===== src/rtl/graphics_controller.sv =====
// graphics_controller
// Graphics command engine between the command front-end and the display
// buffer / palette / display driver. Decodes op-codes and operand bytes and
// drives the pixel write port (clear and clipped rectangle fill with ready
// back-pressure), the palette write port and the frame-synchronised swap.
//
// Ports:
//   clock_in, reset_in            clock and synchronous active-high reset
//   op_code_in/op_code_valid_in   current command, valid for its duration
//   operand_in/operand_valid_in   operand byte and its strobe
//   operand_count_in              1-based index of the current operand
//   busy_out                      fill engine active
//   pixel_write_*                 frame-buffer write port (ready handshake)
//   palette_write_*               one-cycle palette commit
//   frame_sync_in                 vsync level from the display driver
//   switch_buffer_out             one-cycle buffer swap strobe
module graphics_controller #(
   parameter int DISPLAY_WIDTH  = 640,
   parameter int DISPLAY_HEIGHT = 400,
   parameter int INDEX_BITS     = 4,
   parameter int COLOR_BITS     = 10,
   parameter int ADDR_BITS      = 18
) (
   input  logic                  clock_in,
   input  logic                  reset_in,
   input  logic [7:0]            op_code_in,
   input  logic                  op_code_valid_in,
   input  logic [7:0]            operand_in,
   input  logic                  operand_valid_in,
   input  logic [31:0]           operand_count_in,
   output logic                  busy_out,
   output logic                  pixel_write_enable_out,
   output logic [ADDR_BITS-1:0]  pixel_write_address_out,
   output logic [INDEX_BITS-1:0] pixel_write_data_out,
   input  logic                  pixel_write_ready_in,
   output logic                  palette_write_enable_out,
   output logic [INDEX_BITS-1:0] palette_write_index_out,
   output logic [COLOR_BITS-1:0] palette_write_value_out,
   input  logic                  frame_sync_in,
   output logic                  switch_buffer_out
);
   localparam int NB    = (COLOR_BITS + 7) / 8;
   localparam int ACC_W = NB * 8;
   localparam logic [ADDR_BITS-1:0] LAST_ADDR = ADDR_BITS'(DISPLAY_WIDTH * DISPLAY_HEIGHT - 1);
   localparam logic [ADDR_BITS-1:0] ROW_STEP  = ADDR_BITS'(DISPLAY_WIDTH);
   localparam logic [16:0] DW17 = 17'(DISPLAY_WIDTH);
   localparam logic [16:0] DH17 = 17'(DISPLAY_HEIGHT);

   typedef enum logic [1:0] {S_IDLE, S_CLEAR, S_RECT} state_t;
   state_t state_q, state_d;

   logic                  busy_q, busy_d;
   logic                  pix_en_q, pix_en_d;
   logic [ADDR_BITS-1:0]  pix_addr_q, pix_addr_d;
   logic [INDEX_BITS-1:0] pix_data_q, pix_data_d;
   logic                  pal_en_q, pal_en_d;
   logic [INDEX_BITS-1:0] pal_idx_q, pal_idx_d;
   logic [COLOR_BITS-1:0] pal_val_q, pal_val_d;
   logic                  switch_q, switch_d;
   logic                  swap_pend_q, swap_pend_d;
   logic [INDEX_BITS-1:0] fill_idx_q, fill_idx_d;
   logic                  op_valid_q;
   logic                  sync_q, sync_prev_q;

   logic [7:0]            op_code_q;
   logic [63:0]           rect_acc_q, rect_acc_d;
   logic [ACC_W-1:0]      pal_acc_q, pal_acc_d;
   logic [INDEX_BITS-1:0] pal_sel_q, pal_sel_d;
   logic [16:0]           cur_x_q, cur_x_d, cur_y_q, cur_y_d;
   logic [16:0]           x_start_q, x_start_d, x_end_q, x_end_d, y_end_q, y_end_d;
   logic [ADDR_BITS-1:0]  row_base_q, row_base_d;

   // A command starts on the first valid cycle or when the op-code changes.
   logic new_cmd, opnd, is_pal, is_rect, is_fill, clear_go, rect_go, show, fire, xfer;
   logic x_last, y_last, rect_empty;
   logic [15:0] rx, ry, rw, rh;
   logic [16:0] x_sum, y_sum, x_end_c, y_end_c;

   assign new_cmd = op_code_valid_in && (!op_valid_q || op_code_in != op_code_q);
   assign opnd    = op_code_valid_in && operand_valid_in;
   assign is_pal  = opnd && op_code_in == 8'h11;
   assign is_rect = opnd && op_code_in == 8'h12;
   assign is_fill = opnd && op_code_in == 8'h13;
   assign show    = new_cmd && op_code_in == 8'h19;

   assign {rx, ry, rw, rh} = rect_acc_q;
   assign x_sum      = {1'b0, rx} + {1'b0, rw};
   assign y_sum      = {1'b0, ry} + {1'b0, rh};
   assign x_end_c    = (x_sum > DW17) ? DW17 : x_sum;
   assign y_end_c    = (y_sum > DH17) ? DH17 : y_sum;
   assign rect_empty = (rw == 16'd0) || (rh == 16'd0) || ({1'b0, rx} >= DW17) || ({1'b0, ry} >= DH17);

   // New fills are accepted only from IDLE; otherwise they are dropped.
   assign clear_go = new_cmd && op_code_in == 8'h10 && state_q == S_IDLE;
   assign rect_go  = is_rect && operand_count_in == 32'd9 && !rect_empty && state_q == S_IDLE;

   assign xfer   = pix_en_q && pixel_write_ready_in;
   assign x_last = (cur_x_q + 17'd1) == x_end_q;
   assign y_last = (cur_y_q + 17'd1) == y_end_q;

   // Registered rising-edge compare; edges seen while filling are lost.
   assign fire = swap_pend_q && state_q == S_IDLE && sync_q && !sync_prev_q;

   // State and control registers
   always_ff @(posedge clock_in) begin
      if (reset_in) begin
         state_q     <= S_IDLE;
         busy_q      <= 1'b0;
         pix_en_q    <= 1'b0;
         pix_addr_q  <= '0;
         pix_data_q  <= '0;
         pal_en_q    <= 1'b0;
         pal_idx_q   <= '0;
         pal_val_q   <= '0;
         switch_q    <= 1'b0;
         swap_pend_q <= 1'b0;
         fill_idx_q  <= '0;
         op_valid_q  <= 1'b0;
         sync_q      <= 1'b0;
         sync_prev_q <= 1'b0;
      end else begin
         state_q     <= state_d;
         busy_q      <= busy_d;
         pix_en_q    <= pix_en_d;
         pix_addr_q  <= pix_addr_d;
         pix_data_q  <= pix_data_d;
         pal_en_q    <= pal_en_d;
         pal_idx_q   <= pal_idx_d;
         pal_val_q   <= pal_val_d;
         switch_q    <= switch_d;
         swap_pend_q <= swap_pend_d;
         fill_idx_q  <= fill_idx_d;
         op_valid_q  <= op_code_valid_in;
         sync_q      <= frame_sync_in;
         sync_prev_q <= sync_q;
      end
   end

   // Datapath registers (no reset; qualified by control state)
   always_ff @(posedge clock_in) begin
      op_code_q  <= op_code_in;
      rect_acc_q <= rect_acc_d;
      pal_acc_q  <= pal_acc_d;
      pal_sel_q  <= pal_sel_d;
      cur_x_q    <= cur_x_d;
      cur_y_q    <= cur_y_d;
      x_start_q  <= x_start_d;
      x_end_q    <= x_end_d;
      y_end_q    <= y_end_d;
      row_base_q <= row_base_d;
   end

   // Next-state logic
   always_comb begin
      state_d = state_q;
      case (state_q)
         S_IDLE: begin
            if (clear_go)     state_d = S_CLEAR;
            else if (rect_go) state_d = S_RECT;
         end
         S_CLEAR: if (xfer && pix_addr_q == LAST_ADDR) state_d = S_IDLE;
         S_RECT:  if (xfer && x_last && y_last)        state_d = S_IDLE;
         default: state_d = S_IDLE;
      endcase
   end

   // Fill engine outputs
   always_comb begin
      busy_d     = busy_q;
      pix_en_d   = pix_en_q;
      pix_addr_d = pix_addr_q;
      pix_data_d = pix_data_q;
      cur_x_d    = cur_x_q;
      cur_y_d    = cur_y_q;
      x_start_d  = x_start_q;
      x_end_d    = x_end_q;
      y_end_d    = y_end_q;
      row_base_d = row_base_q;
      case (state_q)
         S_IDLE: begin
            if (clear_go) begin
               busy_d     = 1'b1;
               pix_en_d   = 1'b1;
               pix_addr_d = '0;
               pix_data_d = fill_idx_q;
            end else if (rect_go) begin
               busy_d     = 1'b1;
               pix_en_d   = 1'b1;
               pix_data_d = operand_in[INDEX_BITS-1:0];
               // The only multiply, done once at start; rows then step by width.
               row_base_d = ADDR_BITS'(32'(ry) * 32'(DISPLAY_WIDTH));
               pix_addr_d = row_base_d + ADDR_BITS'(rx);
               cur_x_d    = {1'b0, rx};
               x_start_d  = {1'b0, rx};
               cur_y_d    = {1'b0, ry};
               x_end_d    = x_end_c;
               y_end_d    = y_end_c;
            end
         end
         S_CLEAR: begin
            if (xfer) begin
               if (pix_addr_q == LAST_ADDR) begin
                  busy_d   = 1'b0;
                  pix_en_d = 1'b0;
               end else begin
                  pix_addr_d = pix_addr_q + 1'b1;
               end
            end
         end
         S_RECT: begin
            if (xfer) begin
               if (x_last && y_last) begin
                  busy_d   = 1'b0;
                  pix_en_d = 1'b0;
               end else if (x_last) begin
                  cur_y_d    = cur_y_q + 17'd1;
                  cur_x_d    = x_start_q;
                  row_base_d = row_base_q + ROW_STEP;
                  pix_addr_d = row_base_d + ADDR_BITS'(x_start_q);
               end else begin
                  cur_x_d    = cur_x_q + 17'd1;
                  pix_addr_d = pix_addr_q + 1'b1;
               end
            end
         end
         default: begin
            busy_d   = 1'b0;
            pix_en_d = 1'b0;
         end
      endcase
   end

   // Operand capture, palette commit, fill register and buffer swap
   always_comb begin
      rect_acc_d  = rect_acc_q;
      pal_acc_d   = pal_acc_q;
      pal_sel_d   = pal_sel_q;
      pal_en_d    = 1'b0;
      pal_idx_d   = pal_idx_q;
      pal_val_d   = pal_val_q;
      fill_idx_d  = fill_idx_q;
      if (is_rect && operand_count_in >= 32'd1 && operand_count_in <= 32'd8)
         rect_acc_d = {rect_acc_q[55:0], operand_in};
      if (is_fill && operand_count_in == 32'd1)
         fill_idx_d = operand_in[INDEX_BITS-1:0];
      if (is_pal) begin
         if (operand_count_in == 32'd1) begin
            pal_sel_d = operand_in[INDEX_BITS-1:0];
         end else if (operand_count_in >= 32'd2 && operand_count_in <= 32'(1 + NB)) begin
            // Big-endian: earlier bytes shift toward the top.
            pal_acc_d = (pal_acc_q << 8) | ACC_W'(operand_in);
            if (operand_count_in == 32'(1 + NB)) begin
               pal_en_d  = 1'b1;
               pal_idx_d = pal_sel_q;
               pal_val_d = pal_acc_d[COLOR_BITS-1:0];
            end
         end
      end
      switch_d    = fire;
      swap_pend_d = fire ? 1'b0 : (swap_pend_q | show);
   end

   assign busy_out                 = busy_q;
   assign pixel_write_enable_out   = pix_en_q;
   assign pixel_write_address_out  = pix_addr_q;
   assign pixel_write_data_out     = pix_data_q;
   assign palette_write_enable_out = pal_en_q;
   assign palette_write_index_out  = pal_idx_q;
   assign palette_write_value_out  = pal_val_q;
   assign switch_buffer_out        = switch_q;
endmodule

===== config.mk =====
export PLATFORM = sky130hd
export DESIGN_NAME = graphics_controller
export DESIGN_NICKNAME = d
export VERILOG_FILES = /design/src/rtl/graphics_controller.sv
export SDC_FILE = /design/constraint.sdc
export NUM_CORES = 1
export LEC_CHECK = 0
export ABC_CLOCK_PERIOD_IN_PS = 11200
export CAP_MARGIN = 20
export CORE_MARGIN = 4
export CORE_UTILIZATION = 62
export CTS_BUF_LIST = sky130_fd_sc_hd__clkbuf_16
export CTS_CLUSTER_SIZE = 8
export DETAILED_ROUTE_END_ITERATION = 12
export PLACE_DENSITY = 0.83
export SLEW_MARGIN = 20
export SYNTH_ARGS = -nofsm -noshare
export SYNTH_HDL_FRONTEND = slang
export SYNTH_SLANG_ARGS = --single-unit

===== constraint.sdc =====
create_clock -name clock_in -period 11.2 [get_ports clock_in]
set_input_delay 2.24 -clock clock_in [delete_from_list [all_inputs] [get_ports clock_in]]
set_output_delay 2.24 -clock clock_in [all_outputs]
set_load 0.005 [all_outputs]

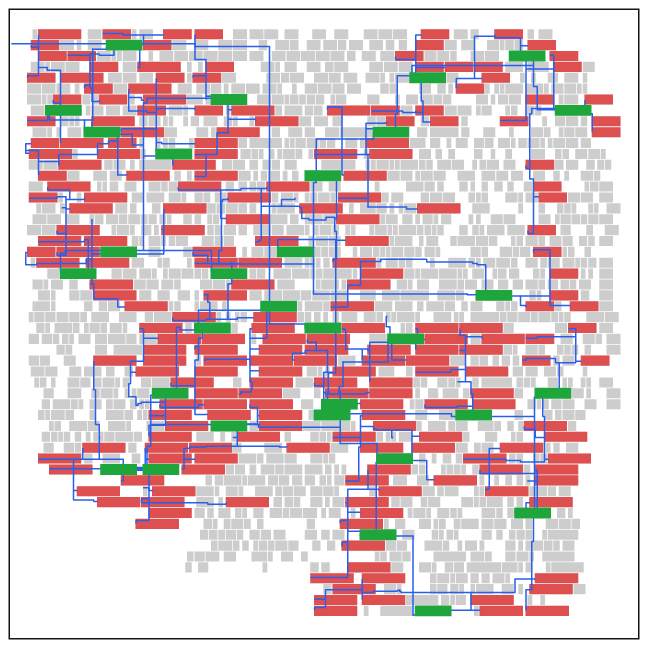
(images/clk_routes.png)
Drawn at 4 px/micron.
flip-flops -> red  # count 222
clock wires -> blue  # length 2880 microns
clock drivers -> green  # count 31
flops lie = widely spread
routed clock nets = 32
clk_lat worst skew: 0.54 ns
Clk pwr share: 45.2%

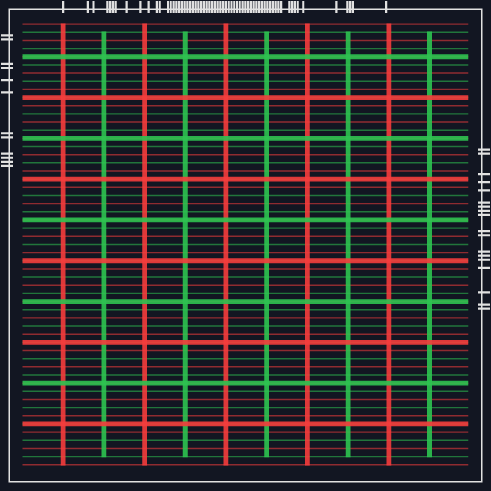
(images/power_grid.png)
Drawn at 3 px/micron. Pins as bars on the die edge.
VSS -> red
VDD -> green
met5 straps = 10
signal pins = 94
met4 straps = 10

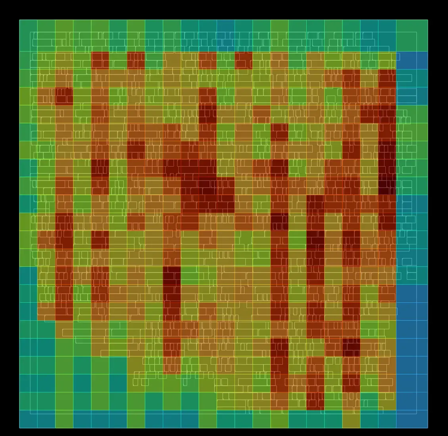
(images/congestion.png)
GRT met2 Usage: 48.7%
met3 Use GR: 4.10%
Total Routing Usage GR: 28.9%
met1 Track Usage GR: 38.3%

==> impl_metrics.ini <==
; generated from flow reports
[run_status]
run_status = completed

[power_and_ir_drop]
power.switching_uw = 400
power-top-group = registers
power_combinational_uw = 103
p_int_uw = 1430
power.density_nw_per_um2 = 116
p_leak_uw = 0.00577
seqPwrFrac_pct = 49.2
power_frac_comb_pct = 5.7
max-vdd-ir-drop_mv = 0.115

[yosys]
syn_inst = 1349
synth_area_sq_um = 13800
ys_types = 90
yosysWarnings = 0
top_cell_area_share_pct = 36.0
largest_area_cell = edfxtp_1
yosys_area_sq_um = 13800
numSynthFlops = 222
synth-edff-count = 165
top_cells_by_area = edfxtp_1 36%, dfxtp_1 8.3%, ha_1 6.7%
async_flop_share_pct = 0
synth_stat.cells = 1349
synthFlopType = edfxtp_1

[place]
io_buffers = 93
routabilityCongestion = 0.925

[timing]
period_used_pct = 49.1
max_slew_margin_pct = 35.3
hold_viol = 0
worst_pin_slew_ns = 0.967
min_period_ns = 5.50

[worst_setup_path]
arrival_ns = 5.94
endpoint_kind = flip-flop
critPathRequiredTime_ns = 11.64
crit_type = in2reg
r2r_end = row_base_q[7]
path_cells = clkdlybuf4s50_1 -> nor4bb_1 -> and2_1 -> nand4_1 -> nor4_2 -> buf_4 -> or2_1 -> and4b_1 -> nand2_1 -> o32ai_1
crit_start = op_code_in[4]
cp.depth = 10
r2r_cells = 10
critPathMaxFanout = 60

[floorplanning]
rows = 54
ios = 94
dieArea_sq_um = 24700

[detailed_routing]
vias_per_cell = 6.55
topRoutingLayerUsed = met4
drtIter0Drc = 1127
via_count = 11398
wirelength_microns = 36300
wl_per_cell_microns = 20.9
first_pass_iters = 6
met1_length_microns = 14900

[clocking]
cts.sink_count = 222
holdBufCountCts = 0
tritoncts = built
ctsResizeCount = 0
clk_pin_slew_worst_paths_ns = 0.05
cts_setup_buffers = 0

[global_routing]
antenna_found_initial = 0
top_usage_layer = met2
grt_pass1_wl_microns = 57700

[min_path]
hold_class = reg2reg
hold_depth = 1

[finish]
num_antenna_cells = 0
area_delta_synth_final_pct = 14.7

[run]
drv_cap = 0
warning_count = 30
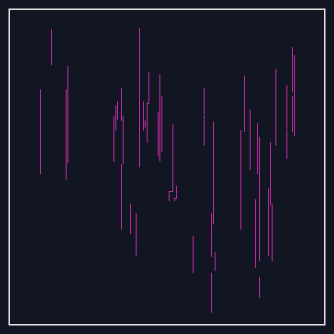
(images/layer_met4.png)
Drawn at 2 px/micron.
longest straight run = 69.4 microns
wire length on this layer = 1200 microns
nets with wire on the layer = 38
share of all routed wire = 3.3%
main direction = vertical

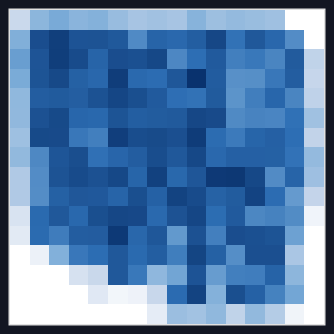
(images/cell_density.png)
Drawn at 2 px/micron. The die is cut into 16 by 16 equal tiles; white is low, dark blue is high, 0 to 100% covered.
fullest tile = 99%
nearly empty tiles = 9.0%
emptiest ninth of the die = bottom left

==> through the flow <==
step	worst slack [ns]	hold WS, ns	area (sq um)	util [%]	std cells
floorplan	3.37	0.424	13800	-	1363
CTS	5.75	0.458	15800	72.3	1740
global route	5.28	0.466	15800	72.4	1741
detailed placement	5.20	0.450	14900	68.3	1685
global placement	5.34	0.441	14900	68.3	1685
finish	5.70	0.457	15800	72.4	1741
==> sequential cells by signal, indices dropped and copies added (netlist names), 2 cells and up <==
register / cells
cur_x_q: 17
cur_y_q: 17
fill_idx_q: 4
op_code_q: 8
pal_acc_q: 2
pal_sel_q: 4
palette_write_index_out: 4
palette_write_value_out: 10
pixel_write_address_out: 18
pixel_write_data_out: 4
rect_acc_q: 64
row_base_q: 11
state_q: 2
x_end_q: 17
x_start_q: 16
y_end_q: 17
==> worst min path at each step <==
stage	slack, ns	end
3_3_place_gp	0.44	swap_pend_q
3_5_place_dp	0.45	swap_pend_q
6_report	0.46	swap_pend_q
4_1_cts	0.46	swap_pend_q
5_1_grt	0.47	swap_pend_q
2_1_floorplan	0.42	swap_pend_q
==> layout by cell type, fill, tap and decap left out, types with 9 or more instances in the layout <==
master,count
nand2b_1,11
nand4_1,29
and4_1,16
clkdlybuf4s50_1,92
a21o_1,12
buf_4,9
nor2b_1,11
a31oi_1,15
nand3_1,41
and3_1,14
dfxtp_1,57
conb_1,15
o21a_1,9
a211oi_1,20
nand2_1,87
inv_1,56
a311oi_1,16
ha_1,73
mux2_2,10
nor3_1,27
clkbuf_16,31
xor2_1,43
mux2i_1,27
edfxtp_1,165
nor2_1,133
xnor2_1,76
o211ai_1,11
nor4_1,33
o21ai_0,70
a21oi_1,79
==> final cells by class <==
| type | count | area, sq um |
|---|---|---|
| Tap cell | 280 | 350 |
| Clock buffer | 31 | 776 |
| Inverter | 35 | 131 |
| Multi-Input combinational cell | 1046 | 7350 |
| Clock inverter | 24 | 90.1 |
| Fill cell | 1538 | 6030 |
| Sequential cell | 222 | 6100 |
| Timing Repair Buffer | 103 | 1000 |
==> logic make-up (layout without fill, tap and decap cells) <==
| kind of cell | count (synthesis) | in the layout | synth area share [%] |
|---|---|---|---|
| adder cells (fa/ha/maj) | 79 | 79 | 7.45 |
| flip-flops | 222 | 222 | 44.3 |
| buffers and inverters | 95 | 193 | 2.99 |
| AND/OR/NAND/NOR | 475 | 475 | 18.4 |
| XOR/XNOR | 128 | 128 | 9.05 |
| other | 1 | 15 | 0.0272 |
| AND-OR/OR-AND | 312 | 312 | 15.0 |
| multiplexers | 37 | 37 | 2.78 |
==> Yosys cell counts (21+ instances only) <==
| cell type | instances |
|---|---|
| xnor2_1 | 76 |
| nand2_1 | 87 |
| clkbuf_1 | 35 |
| dfxtp_1 | 57 |
| ha_1 | 74 |
| nor2_1 | 133 |
| o21ai_0 | 70 |
| mux2i_1 | 27 |
| xor2_1 | 43 |
| nand3_1 | 41 |
| edfxtp_1 | 165 |
| inv_1 | 33 |
| nor4_1 | 35 |
| a211oi_1 | 21 |
| a21oi_1 | 79 |
| nand4_1 | 29 |
| nor3_1 | 28 |
Power and IR drop assume default switching activity.
